<file path="src/rtl/hamming_decoder.sv">
// ============================================================================
// hamming_decoder : (8,4) SECDED decoder, 2-stage valid/ready pipeline
// Revision 1.0 : initial release
// ============================================================================
`default_nettype none

module hamming_decoder #(
   parameter int CNT_W = 8
) (
   input  logic             clk,
   input  logic             rst_n,
   input  logic             in_valid,
   output logic             in_ready,
   input  logic [7:0]       in_codeword,
   output logic             out_valid,
   input  logic             out_ready,
   output logic [3:0]       out_data,
   output logic             out_err_single,
   output logic             out_err_double,
   output logic [2:0]       out_syndrome,
   input  logic             clr_counts,
   output logic [CNT_W-1:0] single_count,
   output logic [CNT_W-1:0] double_count
);

   localparam logic [CNT_W-1:0] C_CNT_MAX = {CNT_W{1'b1}};
   localparam logic [CNT_W-1:0] C_CNT_ONE = {{(CNT_W-1){1'b0}}, 1'b1};

   logic             s1_valid_q, s1_valid_d;
   logic [7:0]       s1_cw_q, s1_cw_d;
   logic             s2_valid_q, s2_valid_d;
   logic [3:0]       s2_data_q, s2_data_d;
   logic             s2_single_q, s2_single_d;
   logic             s2_double_q, s2_double_d;
   logic [2:0]       s2_syn_q, s2_syn_d;
   logic [CNT_W-1:0] single_cnt_q, single_cnt_d;
   logic [CNT_W-1:0] double_cnt_q, double_cnt_d;

   logic             w_s2_ready;
   logic             w_out_fire;
   logic [2:0]       w_syn;
   logic             w_par;
   logic [7:0]       w_fixed;

   assign w_s2_ready = !s2_valid_q || out_ready;
   assign in_ready   = !s1_valid_q || w_s2_ready;
   assign w_out_fire = s2_valid_q && out_ready;

   // Syndrome/parity of the word currently sitting in S1
   always_comb begin
      w_syn[0] = s1_cw_q[0] ^ s1_cw_q[2] ^ s1_cw_q[4] ^ s1_cw_q[6];
      w_syn[1] = s1_cw_q[1] ^ s1_cw_q[2] ^ s1_cw_q[5] ^ s1_cw_q[6];
      w_syn[2] = s1_cw_q[3] ^ s1_cw_q[4] ^ s1_cw_q[5] ^ s1_cw_q[6];
      w_par    = ^s1_cw_q;
      w_fixed  = s1_cw_q;
      // Only a single error (odd overall parity) at a Hamming position is flipped
      if ((w_syn != 3'd0) && w_par) begin
         w_fixed[w_syn - 3'd1] = ~s1_cw_q[w_syn - 3'd1];
      end
   end

   always_comb begin
      s1_valid_d  = s1_valid_q;
      s1_cw_d     = s1_cw_q;
      s2_valid_d  = s2_valid_q;
      s2_data_d   = s2_data_q;
      s2_single_d = s2_single_q;
      s2_double_d = s2_double_q;
      s2_syn_d    = s2_syn_q;

      if (in_ready) begin
         s1_valid_d = in_valid;
         if (in_valid) begin
            s1_cw_d = in_codeword;
         end
      end

      if (w_s2_ready) begin
         s2_valid_d = s1_valid_q;
         if (s1_valid_q) begin
            s2_data_d   = {w_fixed[6], w_fixed[5], w_fixed[4], w_fixed[2]};
            s2_single_d = w_par;
            s2_double_d = (w_syn != 3'd0) && !w_par;
            s2_syn_d    = w_syn;
         end
      end
   end

   // Counters advance only when a flagged result is actually delivered
   always_comb begin
      single_cnt_d = single_cnt_q;
      double_cnt_d = double_cnt_q;
      if (clr_counts) begin
         single_cnt_d = '0;
         double_cnt_d = '0;
      end else if (w_out_fire) begin
         if (s2_single_q && (single_cnt_q != C_CNT_MAX)) begin
            single_cnt_d = single_cnt_q + C_CNT_ONE;
         end
         if (s2_double_q && (double_cnt_q != C_CNT_MAX)) begin
            double_cnt_d = double_cnt_q + C_CNT_ONE;
         end
      end
   end

   always_ff @(posedge clk or negedge rst_n) begin
      if (!rst_n) begin
         s1_valid_q   <= 1'b0;
         s1_cw_q      <= 8'h00;
         s2_valid_q   <= 1'b0;
         s2_data_q    <= 4'h0;
         s2_single_q  <= 1'b0;
         s2_double_q  <= 1'b0;
         s2_syn_q     <= 3'd0;
         single_cnt_q <= '0;
         double_cnt_q <= '0;
      end else begin
         s1_valid_q   <= s1_valid_d;
         s1_cw_q      <= s1_cw_d;
         s2_valid_q   <= s2_valid_d;
         s2_data_q    <= s2_data_d;
         s2_single_q  <= s2_single_d;
         s2_double_q  <= s2_double_d;
         s2_syn_q     <= s2_syn_d;
         single_cnt_q <= single_cnt_d;
         double_cnt_q <= double_cnt_d;
      end
   end

   assign out_valid      = s2_valid_q;
   assign out_data       = s2_data_q;
   assign out_err_single = s2_single_q;
   assign out_err_double = s2_double_q;
   assign out_syndrome   = s2_syn_q;
   assign single_count   = single_cnt_q;
   assign double_count   = double_cnt_q;

endmodule

`default_nettype wire

</file>
<file path="config.mk">
export PLATFORM = sky130hd
export DESIGN_NAME = hamming_decoder
export DESIGN_NICKNAME = d
export VERILOG_FILES = /design/src/rtl/hamming_decoder.sv
export SDC_FILE = /design/constraint.sdc
export NUM_CORES = 1
export LEC_CHECK = 0
export ABC_CLOCK_PERIOD_IN_PS = 4540
export CAP_MARGIN = 30
export CORE_MARGIN = 1.5
export CORE_UTILIZATION = 55
export CTS_CLUSTER_DIAMETER = 40
export DETAILED_ROUTE_END_ITERATION = 8
export GPL_ROUTABILITY_DRIVEN = 1
export GPL_TIMING_DRIVEN = 0
export PLACE_DENSITY = 0.95
export SYNTH_ARGS = -nofsm -noshare
export SYNTH_HDL_FRONTEND = slang
export SYNTH_SLANG_ARGS = --single-unit
</file>
<file path="constraint.sdc">
create_clock -name clk -period 4.54 [get_ports clk]
set_clock_uncertainty 0.15 [all_clocks]
set_input_delay 0.454 -clock clk [delete_from_list [all_inputs] [get_ports clk]]
set_output_delay 0.454 -clock clk [all_outputs]
set_load 0.005 [all_outputs]
</file>
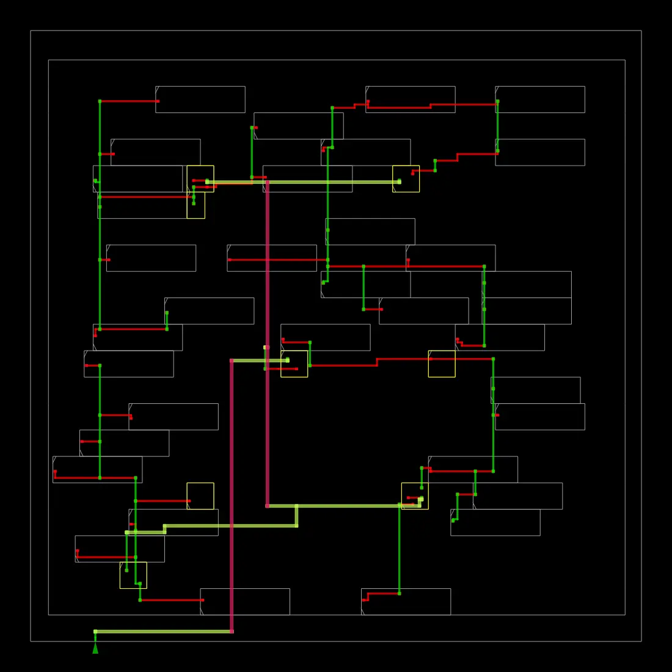
**Above:** clock routing.
clk_lat worst skew: 0.36 ns
# clk buffers: 5
Sink Count: 35

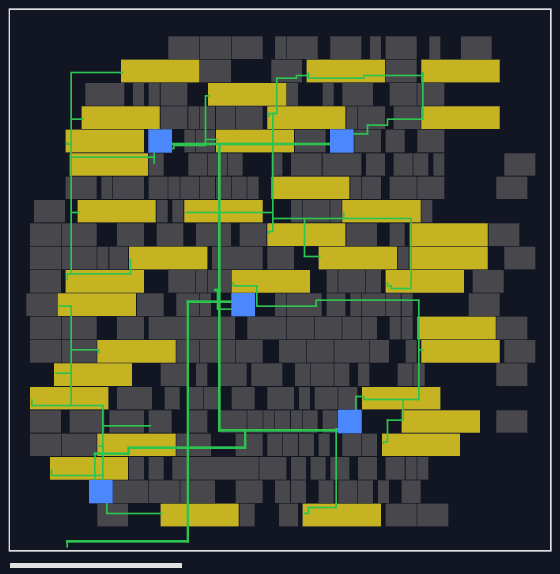
**Above:** routed clock nets over the placement.
Scale bar: 20 µm.
legend:
  flip-flops:
    color: yellow
    count: 35
  cells driving clock nets:
    color: blue
    count: 5
  clock wires:
    color: green
    length: 448 µm
flops lie: spread over the die
routed clock nets: 6

==> qor.csv <==
stage,metric,value,unit
status,status,finished with violations,
status,failing checks,negative hold slack,
timing,Final Hold Fails,1,
run,Max Cap Viol,0,
detailed_routing,first-pass iteration count of the detailed router,4,
synth,Top cell area share,44.4,%
worst_setup_path,flop2flop setup slack,1.75,ns
grt,gr ovfl total,0,
placed_design,Placed Area,2400,µm²
grt,global-route wire length before repair,6510,µm
grt,largest net degree at the start of global routing,36,
worst_setup_path,crit path DRT,4.61,ns
cts,Max Root-Sink Buffers,2,
synth,"Top FF cell, synth",dfrtp_1,
timing,fmax,358,MHz
detailed_routing,post-route ant nets,0,
worst_setup_path,RR Startpoint,s1_cw_q[2],
grt,Total GRT Usage,20.9,%
detailed_routing,Total Wirelength,3800,µm
worst_setup_path,R2R Path End,out_data[2],
worst_setup_path,Stages on worst setup path,9,
synth,Post-Syn Instances,194,
layout,most frequent logic cell in the layout,clkdlybuf4s50_1,
synth,Synth area leader,dfrtp_1,
pwr,Top pwr grp,combinational cells,
synth,comb area leader,simple AND/OR/NAND/NOR gates,
synth,Synth cell types,38,
synth,"Cell Area, Synth",1970,µm²
detailed_routing,average via count per standard cell,5.39,
hold_path,min-delay worst type,in -> async,
detailed_routing,drc violations,0,
pwr,PD cells,410,nW/µm²
layout,Layout area overhead,24.9,%
run,tool warning count,26,
pwr,P_int,0.000649,W
detailed_routing,met3 wire len,151,µm
timing,WHS,-0.00407,ns
worst_setup_path,reg2reg path depth,9,
synth,mux share,6.67,%
cts,hold_buf cts,0,
synth,adder share,1.90,%
synth,"EDFF count, synth",0,
detailed_routing,met2 WL post-DR,1750,µm
timing,setup violators final,0,
layout,layout cells sized above 1,11.7,%
die,# rows,21,
grt,grt peak-use layer,met2,
timing,setup TNS,0,ns
worst_setup_path,CP Cell Sequence,buf_2 > xnor2_1 > nand3_1 > nand2_1 > ha_1 > or4_1 > o31ai_1 > or3_1 > a31oi_1,
grt,number of global-route vias before repair,1408,
die,IO Pins,40,
layout,design area,2460,µm²
cts,Post-CTS Setup Repair Bufs,0,
worst_setup_path,critical path's top delay family,simple AND/OR/NAND/NOR gates,
synth,Yosys reg bits,35,
cts,post-CTS sizing,0,
worst_setup_path,Crit Path Max Fanout,9,
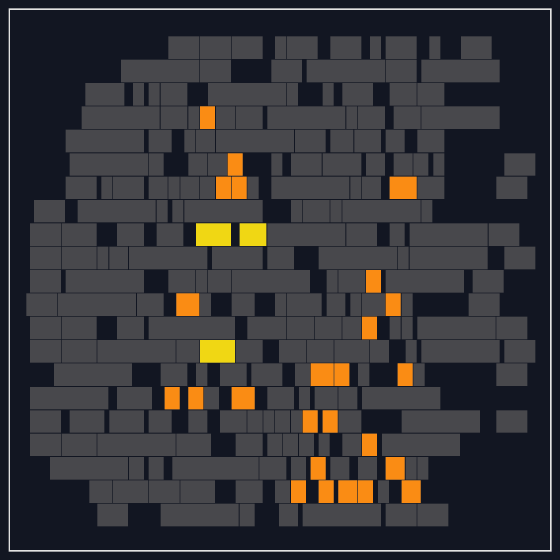
**Above:** gate-type map.
legend:
  inverting AOI/OAI gates:
    color: orange
    cells: 25
  AND-OR and OR-AND gates:
    color: yellow
    cells: 3

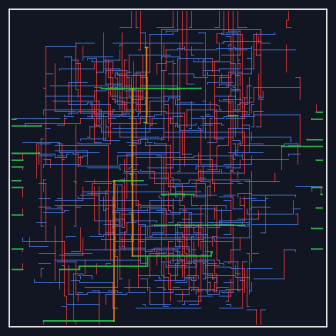
**Above:** routed metal, one color a layer.
legend:
  met2:
    color: red
    wire_length: 1,750 µm
  met3:
    color: green
    wire_length: 152 µm
  met4:
    color: orange
    wire_length: 76.2 µm
  met1:
    color: blue
    wire_length: 1,820 µm

through the flow:
stage / setup WS, ns / std cells
after detailed placement: 1.77 / 278
after global routing: 1.54 / 286
after CTS: 1.76 / 286
final: 1.75 / 286
after floorplan: 2.00 / 194
after global placement: 1.80 / 278
cells by family after synthesis:
| kind of cell | after synthesis |
|---|---|
| compound gates | 28 |
| flops | 35 |
| mux | 12 |
| xor+xnor | 29 |
| buf+inv | 10 |
| fa+ha+maj | 3 |
| simple gates | 77 |
worst register-to-register path, cell delays in order (launching register included):
cell and delay (ns):
dfrtp_1 0.37, buf_2 0.18, xnor2_1 0.39, nand3_1 0.12, nand2_1 0.11, ha_1 0.28
or4_1 0.53, o31ai_1 0.30, or3_1 0.16, a31oi_1 0.07
layout make-up:
type                    instances  area [µm²]
clock buffers                   5        37.5
repair buffers                 38         375
plain buffers                   9        62.6
clock inverters                 3        20.0
fillers                       246         928
flip-flops and latches         35         876
multi-input cells             149        1030
inverters                       1        3.75
well taps                      46        57.6
Yosys cell counts, types with 2 or more instances:
master    count
buf_2         2
o21ai_0      10
xnor2_1      12
buf_6         3
dfrtp_1      35
nand4_1       4
xor2_4        2
mux2i_1       3
a31oi_1       3
xor2_1       14
and4_1        2
and3_1        3
nor2b_1       2
clkbuf_1      2
nand3_1       7
nor3_1        5
o31ai_1       3
nand2_1      14
mux2_2        9
a21oi_1       8
ha_1          3
nor2_1       24
or3_1         7
nand2b_1      3
sequential cells by signal (all words and copies together), names as in the netlist:
signal and cells:
out_valid 1, out_syndrome 3, single_count 8, out_err_single 1, s1_cw_q 8, s1_valid_q 1
double_count 8, out_data 4, out_err_double 1
No activity file was given, so power comes from the tool's default toggle rates.
